==> src/rtl/bibp_yanitlayici.sv <==
// bibp instruction responder: valid/ready in, iterative ALU, valid/ready out; BIBP_YANIT_SAYAC_EN adds islem_sayisi.
// Latency 1 (add/sub/max), U (mul/div/mod), max(1,min(b,U)) (shifts); result held while sonuc_hazir is low.
module bibp_yanitlayici #(
  parameter int UZUNLUK = 4
) (
  input  logic                 clk,
  input  logic                 rst_n,
  input  logic [2*UZUNLUK+2:0] buyruk,
  input  logic                 buyruk_gecerli,
  output logic                 buyruk_hazir,
  output logic [UZUNLUK:0]     sonuc,
  output logic                 sonuc_gecerli,
  input  logic                 sonuc_hazir,
  output logic                 mesgul
`ifdef BIBP_YANIT_SAYAC_EN
  ,
  output logic [15:0]          islem_sayisi
`endif
);

  localparam int U  = UZUNLUK;
  localparam int SW = $clog2(UZUNLUK + 1);
  localparam logic [SW-1:0] S_BIR = SW'(1);
  localparam logic [SW-1:0] S_U   = SW'(UZUNLUK);
  localparam logic [U-1:0]  V_U   = U'(UZUNLUK);
  localparam logic [U-1:0]  V_BIR = U'(1);

  localparam logic [2:0] OP_TOPLA = 3'b000;
  localparam logic [2:0] OP_CIKAR = 3'b001;
  localparam logic [2:0] OP_SOLA  = 3'b010;
  localparam logic [2:0] OP_SAGA  = 3'b011;
  localparam logic [2:0] OP_CARP  = 3'b100;
  localparam logic [2:0] OP_BOL   = 3'b101;
  localparam logic [2:0] OP_MOD   = 3'b110;
  localparam logic [2:0] OP_MAKS  = 3'b111;

  typedef enum logic [1:0] {BOSTA, HESAPLA, SONUC} durum_t;

  durum_t         durum_q, durum_d;
  logic [2:0]     islem_q, islem_d;
  logic [U-1:0]   a_q, a_d, b_q, b_d;
  logic [SW-1:0]  sayac_q, sayac_d;
  logic [U-1:0]   kaydir_q, kaydir_d;
  logic [2*U-1:0] carp_q, carp_d, eklenen_q, eklenen_d;
  logic [U:0]     kalan_q, kalan_d;
  logic           bayrak_q, bayrak_d;
  logic [U:0]     sonuc_q, sonuc_d;
  logic           sonuc_gecerli_q, sonuc_gecerli_d;
  logic           mesgul_q, mesgul_d;
`ifdef BIBP_YANIT_SAYAC_EN
  logic [15:0]    islem_sayisi_q, islem_sayisi_d;
`endif

  logic [2:0]     yeni_islem;
  logic [U-1:0]   yeni_a, yeni_b, kay_say;
  logic [U:0]     toplam, fark, kal_kay, kal_fark, kalan_yeni;
  logic [2*U-1:0] carp_yeni;
  logic [U-1:0]   sonraki_kay;
  logic           sonraki_bayrak;

  always_comb begin
    durum_d         = durum_q;
    islem_d         = islem_q;
    a_d             = a_q;
    b_d             = b_q;
    sayac_d         = sayac_q;
    kaydir_d        = kaydir_q;
    carp_d          = carp_q;
    eklenen_d       = eklenen_q;
    kalan_d         = kalan_q;
    bayrak_d        = bayrak_q;
    sonuc_d         = sonuc_q;
    sonuc_gecerli_d = sonuc_gecerli_q;
    mesgul_d        = mesgul_q;
`ifdef BIBP_YANIT_SAYAC_EN
    islem_sayisi_d  = islem_sayisi_q;
`endif

    yeni_islem = buyruk[2*U+2:2*U];
    yeni_a     = buyruk[2*U-1:U];
    yeni_b     = buyruk[U-1:0];
    kay_say    = (yeni_b > V_U) ? V_U : yeni_b;

    // One-step datapath; each op only consumes the parts that belong to it.
    toplam     = {1'b0, a_q} + {1'b0, b_q};
    fark       = {1'b0, a_q} - {1'b0, b_q};
    kal_kay    = {kalan_q[U-1:0], kaydir_q[U-1]};
    kal_fark   = kal_kay - {1'b0, b_q};
    kalan_yeni = (kal_kay >= {1'b0, b_q}) ? kal_fark : kal_kay;
    carp_yeni  = carp_q + (kaydir_q[0] ? eklenen_q : '0);

    sonraki_kay    = kaydir_q;
    sonraki_bayrak = bayrak_q;
    case (islem_q)
      OP_SOLA: if (b_q != '0) begin
        sonraki_kay    = kaydir_q << 1;
        sonraki_bayrak = bayrak_q | kaydir_q[U-1];
      end
      OP_SAGA: if (b_q != '0) begin
        sonraki_kay    = kaydir_q >> 1;
        sonraki_bayrak = bayrak_q | kaydir_q[0];
      end
      OP_CARP: sonraki_kay = kaydir_q >> 1;
      OP_BOL, OP_MOD:
        sonraki_kay = (kal_kay >= {1'b0, b_q}) ? ((kaydir_q << 1) | V_BIR) : (kaydir_q << 1);
      default: ;
    endcase

    case (durum_q)
      BOSTA: begin
        if (buyruk_gecerli) begin
          islem_d   = yeni_islem;
          a_d       = yeni_a;
          b_d       = yeni_b;
          kaydir_d  = (yeni_islem == OP_CARP) ? yeni_b : yeni_a;
          carp_d    = '0;
          eklenen_d = {{U{1'b0}}, yeni_a};
          kalan_d   = '0;
          bayrak_d  = 1'b0;
          durum_d   = HESAPLA;
          mesgul_d  = 1'b1;
          case (yeni_islem)
            OP_TOPLA, OP_CIKAR, OP_MAKS: sayac_d = S_BIR;
            OP_SOLA, OP_SAGA:            sayac_d = (kay_say == '0) ? S_BIR : SW'(kay_say);
            default:                     sayac_d = S_U;
          endcase
        end
      end
      HESAPLA: begin
        kaydir_d  = sonraki_kay;
        bayrak_d  = sonraki_bayrak;
        carp_d    = carp_yeni;
        eklenen_d = eklenen_q << 1;
        kalan_d   = kalan_yeni;
        sayac_d   = sayac_q - S_BIR;
        if (sayac_q == S_BIR) begin
          durum_d         = SONUC;
          sonuc_gecerli_d = 1'b1;
          case (islem_q)
            OP_TOPLA:         sonuc_d = toplam;
            OP_CIKAR:         sonuc_d = fark;
            OP_SOLA, OP_SAGA: sonuc_d = {sonraki_bayrak, sonraki_kay};
            OP_CARP:          sonuc_d = {|carp_yeni[2*U-1:U], carp_yeni[U-1:0]};
            OP_BOL:           sonuc_d = (b_q == '0) ? '1 : {1'b0, sonraki_kay};
            OP_MOD:           sonuc_d = (b_q == '0) ? {1'b1, a_q} : {1'b0, kalan_yeni[U-1:0]};
            default:          sonuc_d = {a_q == b_q, (a_q >= b_q) ? a_q : b_q};
          endcase
        end
      end
      SONUC: begin
        if (sonuc_hazir) begin
          durum_d         = BOSTA;
          sonuc_gecerli_d = 1'b0;
          mesgul_d        = 1'b0;
`ifdef BIBP_YANIT_SAYAC_EN
          islem_sayisi_d  = islem_sayisi_q + 16'd1;
`endif
        end
      end
      default: begin
        durum_d         = BOSTA;
        sonuc_gecerli_d = 1'b0;
        mesgul_d        = 1'b0;
      end
    endcase
  end

  always_ff @(posedge clk or negedge rst_n) begin
    if (!rst_n) begin
      durum_q         <= BOSTA;
      islem_q         <= '0;
      a_q             <= '0;
      b_q             <= '0;
      sayac_q         <= '0;
      kaydir_q        <= '0;
      carp_q          <= '0;
      eklenen_q       <= '0;
      kalan_q         <= '0;
      bayrak_q        <= 1'b0;
      sonuc_q         <= '0;
      sonuc_gecerli_q <= 1'b0;
      mesgul_q        <= 1'b0;
`ifdef BIBP_YANIT_SAYAC_EN
      islem_sayisi_q  <= '0;
`endif
    end else begin
      durum_q         <= durum_d;
      islem_q         <= islem_d;
      a_q             <= a_d;
      b_q             <= b_d;
      sayac_q         <= sayac_d;
      kaydir_q        <= kaydir_d;
      carp_q          <= carp_d;
      eklenen_q       <= eklenen_d;
      kalan_q         <= kalan_d;
      bayrak_q        <= bayrak_d;
      sonuc_q         <= sonuc_d;
      sonuc_gecerli_q <= sonuc_gecerli_d;
      mesgul_q        <= mesgul_d;
`ifdef BIBP_YANIT_SAYAC_EN
      islem_sayisi_q  <= islem_sayisi_d;
`endif
    end
  end

  assign buyruk_hazir  = (durum_q == BOSTA);
  assign sonuc         = sonuc_q;
  assign sonuc_gecerli = sonuc_gecerli_q;
  assign mesgul        = mesgul_q;
`ifdef BIBP_YANIT_SAYAC_EN
  assign islem_sayisi  = islem_sayisi_q;
`endif

endmodule

==> config.mk <==
export PLATFORM = sky130hd
export DESIGN_NAME = bibp_yanitlayici
export DESIGN_NICKNAME = d
export VERILOG_FILES = /design/src/rtl/bibp_yanitlayici.sv
export SDC_FILE = /design/constraint.sdc
export NUM_CORES = 1
export LEC_CHECK = 0
export ABC_AREA = 1
export CAP_MARGIN = 20
export CORE_UTILIZATION = 45
export DETAILED_ROUTE_END_ITERATION = 10
export HOLD_SLACK_MARGIN = 0.08
export PLACE_DENSITY = 0.75
export SYNTH_ARGS = -nofsm -noshare
export SYNTH_HDL_FRONTEND = slang
export SYNTH_SLANG_ARGS = --single-unit
==> constraint.sdc <==
create_clock -name clk -period 2 [get_ports clk]
set_input_delay 0.5 -clock clk [delete_from_list [all_inputs] [get_ports clk]]
set_output_delay 0.5 -clock clk [all_outputs]
set_load 0.02 [all_outputs]
==> results.yml, run 1 <==
# flow metrics
critical_path:
  r2r_cells: 11
  rrSetupSlack_ns: 0.003
  critPathKind: "reg2reg"
  r2r_start: "a_q[0]"
  reg2reg_to: "sonuc[2]"
  path_delay_family: "simple AND/OR/NAND/NOR gates"
  crit_cells: 11
  critPathSlowestCell: "dfrtp_2"
  cp.arrival_ns: 2.20
  crit_fanout: 3
  cp.required_ns: 2.20
  crit_path_start: "a_q[0]"
  cpPeakStageDelay_ns: 0.46
synthesis:
  ys_sh_mux_pct: 0
  ys_cells: 483
  ys_top_logic_family: "simple AND/OR/NAND/NOR gates"
  edf_count: 0
  yosysChipArea_mm2: 0.00346
  yosysWarnings: 0
  top_area_share_pct: 34.7
  yosys.area.top_type: "dfrtp_1"
  ys_seq_share_pct: 34.7
  synth_cells: 483
  synthTopCellsByArea: "dfrtp_1 35%, nand2_1 14%, inv_1 8.0%"
  yosysMostFrequentCell: "nand2_1"
  adder_share_pct: 9.91
  ff_type: "dfrtp_1"
  syn_avg_cell_area_um2: 7.16
outcome:
  outcome: "completed"
sta:
  grt_setup_unrepaired: "yes"
  finalSetupViolCount: 0
  setup_slack_ns: 0.00265
  finalClockPeriodUsage_pct: 99.9
  period_needed_ns: 2.00
  finalSetupTns_ns: 0
  drv_slew: 0
detailed_routing:
  top_layer_used: "met4"
  ant_nets: 0
  drc: 0
  vias: 3391
  wl_um: 9980
  first_pass_iters: 4
  viasPerCell: 5.32
  met1_length_um: 4250
grt:
  grt_pass1_wl_um: 15500
  grt_use_met3_pct: 4.75
  use_met1_pct: 35.3
  grt_pass1_vias: 3169
  grt_overflow_total: 0
  met2_usage_pct: 42.7
clock_tree:
  clk_latency_ns: 0.31
  clockBufferDepth: 2
  clk_pin_slew_ns: 0.09
  clockRootBuffer: "clkbuf_8"
  postCtsSetupRepairBufs: 1
  cts_sinks: 48
  numCtsBuffers: 5
  cts_resized: 6
  holdBufCountCts: 0
pwr:
  intPower_w: 0.00398
  switchingPower_w: 0.00405
  power_w: 0.00803
  pwr-share-clk_pct: 7.8
  comb_power_w: 0.00552
  seqPwrFrac_pct: 23.4
finish:
  inverters: 82
  logic_gates: 343
  comb_area_mm2: 0.00208
  final_cell_area_mm2: 0.00432
  syn2layout_area_growth_pct: 24.8
  signal_buffers: 58
  nNetsFinal: 578
  flop_area_mm2: 0.00120
  clkCellAreaFrac_pct: 2.23
hold_path:
  hold_class: "in2async"
floorplan:
  ios: 23
  dieArea_mm2: 0.00804
job:
  drv_cap: 0
  warning_count: 33
placed_design:
  placed_cell_area_mm2: 0.00400
  placed_cells: 627
-- run 1: registers in the layout (all words and copies together) (netlist names), 2 cells and up --
name	cells
carp_q	8
eklenen_q	8
sonuc	5
a_q	4
b_q	4
kalan_q	4
kaydir_q	4
islem_q	3
sayac_q	3
durum_q	2
-- run 1: cells in the final DEF (no fill, tap or decap), types with 7 or more instances in the layout --
cell type          n
inv_2             15
ha_1              11
ha_4               8
buf_4             34
nor2_1            32
nand3_1           27
nand2_2           12
inv_1             66
o21ai_0           35
a21oi_1           14
o22ai_1            7
o21ai_1            8
nand2_1          121
clkdlybuf4s50_1   20
dfrtp_1           45
### Sequential cells colored by netlist name, run 1

Scale bar: 20 um. Other sequential cells in the stronger gray, the rest of the logic in the fainter gray.
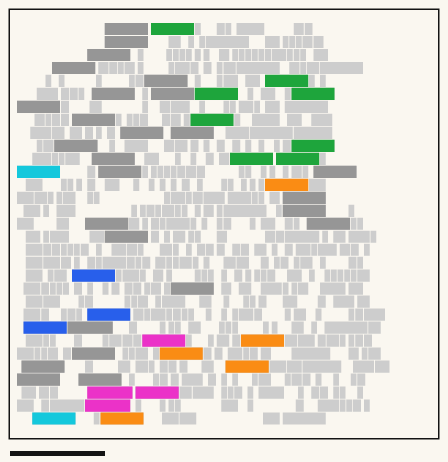
| color | netlist name | flops |
|---|---|---|
| magenta | a_q | 4 |
| orange | sonuc | 5 |
| cyan | durum_q | 2 |
| green | carp_q | 8 |
| blue | islem_q | 3 |
not colored: 26
Seq power: 0.00188 W
Seq area share: 27.9%

### Cell density map, run 1

Scale bar: 20 um. The die is cut into 9 by 9 equal tiles; white is low, dark blue is high, 0 to 100% covered.
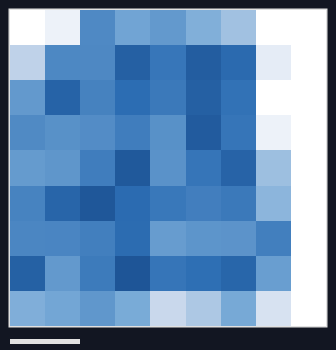
nearly empty tiles: 15%
fullest tile: 85%
mean over tiles: 52%
Starting Density: 47.2%
post-layout util: 58.9%

### Floorplan with the power grid, run 1

Scale bar: 20 um. Pins as bars on the die edge. Tap cells in gray.
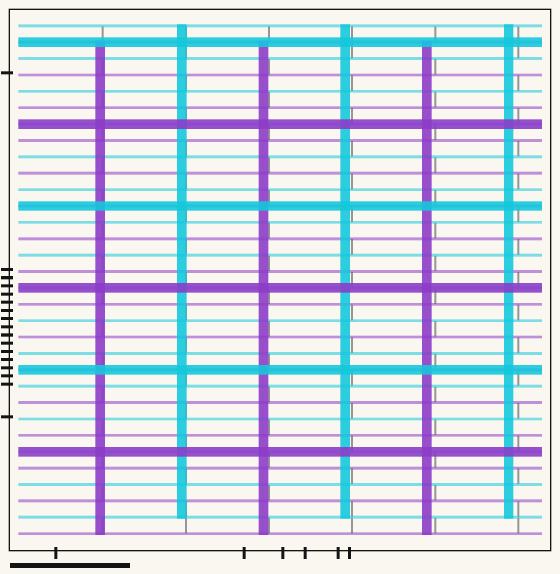
| color | net |
|---|---|
| purple | VSS |
| cyan | VDD |
met4 straps: 6
met1 rails: 32
met5 straps: 6
signal pins: 23
tap cells: 99
peak supply drop: 957 uV
Die H: 89.7 um
die width: 89.7 um

### Placement view, run 1

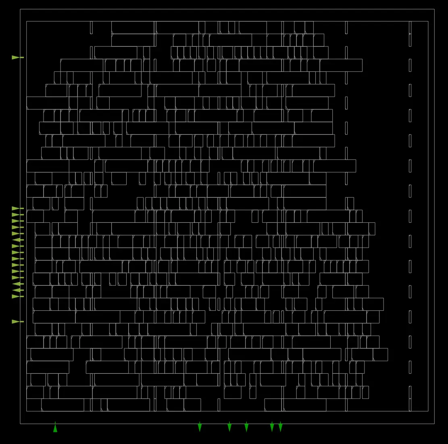
# fillers: 658
FP Rows: 31
Core Box Area: 0.00733 mm^2
Tap Cells: 99
non-filler instance count after layout: 638

### Nets reached from selected ports, run 1

Scale bar: 20 um.
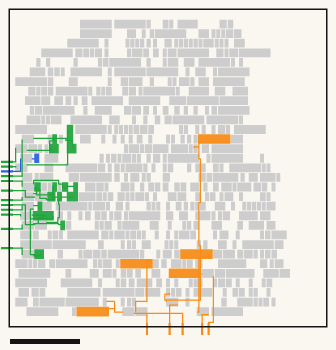

## Run 2: what changed since run 1
- ABC_AREA: 1 -> not set
- HOLD_SLACK_MARGIN: 0.08 -> 0.02
### Nets reached from selected ports, run 2

Scale bar: 20 um.
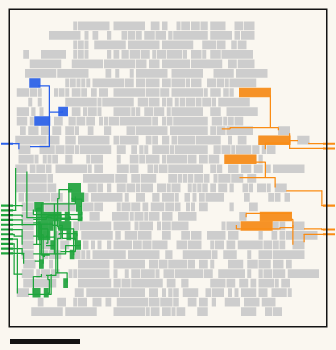
| color | port | direction | edge | end cells | buffers | wire |
|---|---|---|---|---|---|---|
| orange | sonuc | output | right | 5 | 5 | 145 um |
| green | buyruk | input | left | 22 | 16 | 406 um |
| blue | buyruk_gecerli | input | left | 3 | 1 | 33.7 um |
I/O pin total: 23
I/O Buffers: 22

### Sequential cells colored by netlist name, run 2

Scale bar: 20 um. Other sequential cells in the stronger gray, the rest of the logic in the fainter gray.
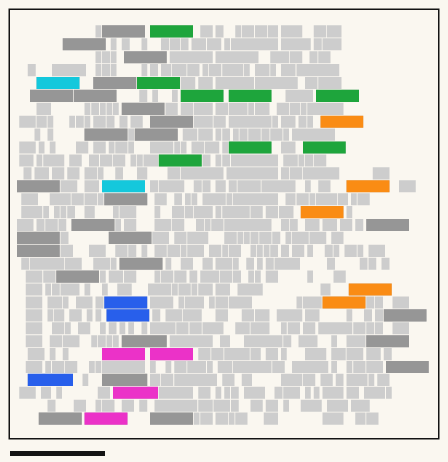
| color | netlist name | flops |
|---|---|---|
| green | carp_q | 8 |
| cyan | durum_q | 2 |
| magenta | a_q | 4 |
| orange | sonuc | 5 |
| blue | islem_q | 3 |
Seq power: 0.00193 W
Seq area share: 24.0%
post-layout util: 68.2%
register area: 0.00121 mm^2

==> results.yml, run 2 <==
# flow metrics
outcome:
  outcome: "complete, but fails checks"
  violations: "setup timing"
critical_path:
  crit_path_start: "a_q[1]"
  r2r_cells: 7
  crit_fanout: 3
  rrSetupSlack_ns: -0.12
  r2r_start: "a_q[1]"
  crit_cells: 7
finish:
  clkCellAreaFrac_pct: 2.42
  lay_top_cells: "80 x buf_4, 75 x nand2_1, 44 x dfrtp_1, 34 x nor2_1, 26 x o21ai_0"
  nNetsFinal: 559
  syn2layout_area_growth_pct: 43.6
detailed_routing:
  first_pass_iters: 5
  viasPerCell: 5.86
synthesis:
  ys_cells: 426
  top_area_share_pct: 34.3
  syn_avg_cell_area_um2: 8.22
  ff_type: "dfrtp_1"
  ys_top_logic_family: "simple AND/OR/NAND/NOR gates"
  yosysMostFrequentCell: "nand2_1"
clock_tree:
  cts_sinks: 48
  numCtsBuffers: 5
  cts_resized: 47
  clockBufferDepth: 2
  holdBufCountCts: 0
  clk_latency_ns: 0.31
  clockRootBuffer: "clkbuf_8"
pwr:
  pwr-share-clk_pct: 8.0
  comb_power_w: 0.00705
floorplan:
  dieArea_mm2: 0.00813
  fp-row-count: 31
sta:
  finalClockPeriodUsage_pct: 106
  finalSetupViolCount: 8
  setup_slack_ns: -0.120
job:
  drv_cap: 0
grt:
  grt_pass1_vias: 3642
### Floorplan with the power grid, run 2

Scale bar: 20 um. Pins as bars on the die edge. Tap cells in gray.
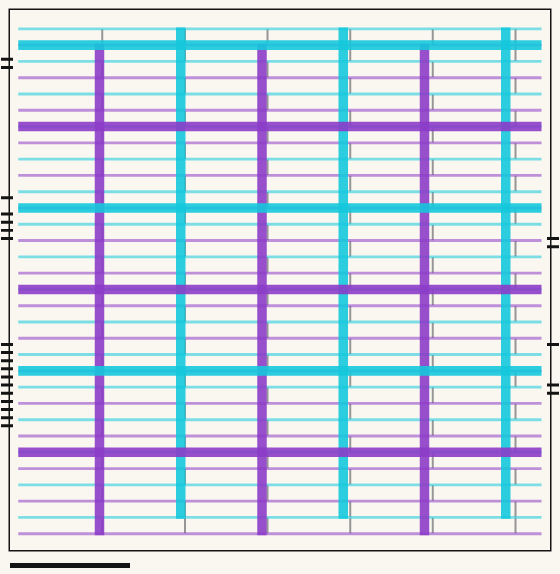
| color | net |
|---|---|
| purple | VSS |
| cyan | VDD |
met5 straps: 6
rows: 31
met1 rails: 32
signal pins: 23
peak supply drop: 1140 uV
Die H: 90.2 um
die width: 90.2 um
Core Box Area: 0.00737 mm^2

==> run 2: cell count changes in the layout (fill, tap and decap cells not counted), moves of 5 or more <==
| cell | before | now |
|---|---|---|
| mux2i_1 | 0 | 10 |
| buf_4 | 34 | 80 |
| o21ai_0 | 35 | 26 |
| inv_1 | 66 | 13 |
| a22o_1 | 5 | 0 |
| inv_2 | 15 | 6 |
| nand2_2 | 12 | 0 |
| o22ai_1 | 7 | 2 |
| nand2_1 | 121 | 75 |
==> run 2: per-layer routing <==
layer,wire length (um),global-route usage (%)
met1,5030,38.8
met2,5410,44.5
met3,563,3.38
met4,221,9.54
met5,0,0
### Cell density map, run 2

Scale bar: 20 um. The die is cut into 9 by 9 equal tiles; white is low, dark blue is high, 0 to 100% covered.
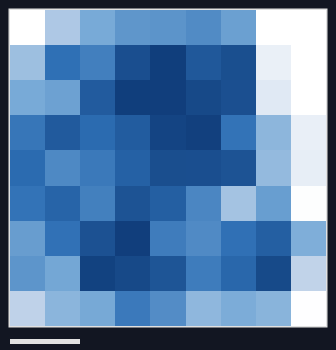

## Run 3: what changed since run 2
- CORE_UTILIZATION: 45 -> 50
- PLACE_DENSITY: 0.75 -> 0.81
### Cell density map, run 3

Scale bar: 20 um. The die is cut into 9 by 9 equal tiles; white is low, dark blue is high, 0 to 100% covered.
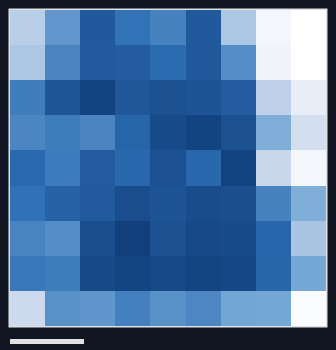
emptiest ninth of the die: top right
tiles over 75% full: 49%
fullest tile: 94%
Core Box Area: 0.00679 mm^2
post-layout util: 72.6%

### Nets reached from selected ports, run 3

Scale bar: 20 um.
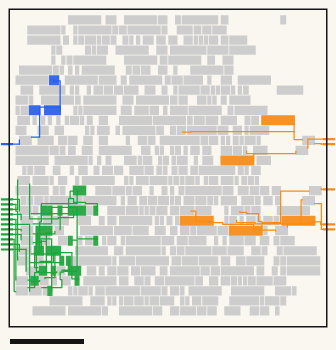
| color | port | direction | edge | end cells | buffers | wire |
|---|---|---|---|---|---|---|
| green | buyruk | input | left | 22 | 16 | 389 um |
| blue | buyruk_gecerli | input | left | 3 | 1 | 30.0 um |
| orange | sonuc | output | right | 5 | 5 | 176 um |

==> results.yml, run 3 <==
# flow metrics
placed_design:
  portBuffers: 22
critical_path:
  critPathSlowestCell: "fa_2"
  cp.required_ns: 2.18
  rrSetupSlack_ns: -0.15
  crit_path_start: "kaydir_q[0]"
  cpPeakStageDelay_ns: 0.53
  r2r_cells: 9
  path_delay_family: "AND-OR/OR-AND gates"
  crit_cells: 9
synthesis:
  ys_seq_share_pct: 34.3
  adder_share_pct: 9.80
  synth_cells: 426
  yosysWarnings: 0
  top_area_share_pct: 34.3
  ff_type: "dfrtp_1"
  yosys.area.top_type: "dfrtp_1"
  ys_sh_mux_pct: 4.15
sta:
  grt_setup_unrepaired: "yes"
  setup_slack_ns: -0.152
  finalClockPeriodUsage_pct: 108
  finalSetupViolCount: 10
  finalSetupTns_ns: -1.02
outcome:
  outcome: "complete, but fails checks"
  violations: "setup timing"
grt:
  grt_overflow_total: 0
pwr:
  intPower_w: 0.00508
  seqPwrFrac_pct: 20.1
  pg_seq_w: 0.00193
finish:
  nNetsFinal: 552
  lay_top_cells: "74 x nand2_1, 71 x buf_4, 45 x dfrtp_1, 34 x nor2_1, 28 x o21ai_0"
  fin_cells: 609
clock_tree:
  clk_pin_slew_ns: 0.10
  postCtsSetupRepairBufs: 9
detailed_routing:
  first_pass_iters: 6
  viasPerCell: 6.13
job:
  drv_cap: 0
floorplan:
  initCoreUtil_pct: 51.5
hold_path:
  hold_class: "in2async"
### Floorplan with the power grid, run 3

Scale bar: 20 um. Pins as bars on the die edge. Tap cells in gray.
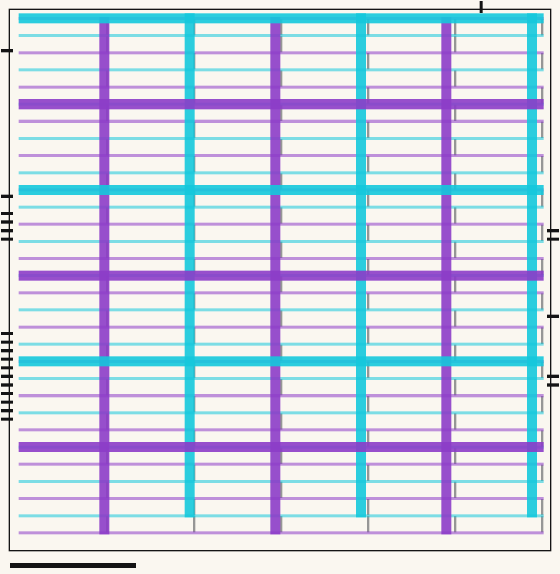
| color | net |
|---|---|
| purple | VSS |
| cyan | VDD |
met1 rails: 31
signal pins: 23
met4 straps: 6
peak supply drop: 1010 uV
die width: 85.7 um

[run 3: stage by stage]
stage	utilization [%]	total power, W	hold WS, ns
final	72.6	0.00959	0.117
after global routing	72.6	0.0102	0.152
after CTS	69.2	0.00868	0.139
after detailed placement	64.7	0.00747	0.476
after global placement	64.7	0.00733	0.470
after floorplan	-	0.00539	0.204
[run 3: final cells by class]
type	instances	area (um^2)
repair buffers	103	895
multi-input cells	334	2510
fillers	499	1860
well taps	96	120
inverters	20	80.1
flip-flops and latches	48	1200
clock inverters	2	38.8
clock buffers	6	82.6
[run 3: per-layer routing]
layer	GRT usage, %	share of wire [%]
met2	48.4	46
met5	0	0
met4	13.9	4.9
met3	5.68	7.8
met1	42.2	41
Power and IR drop assume default switching activity.
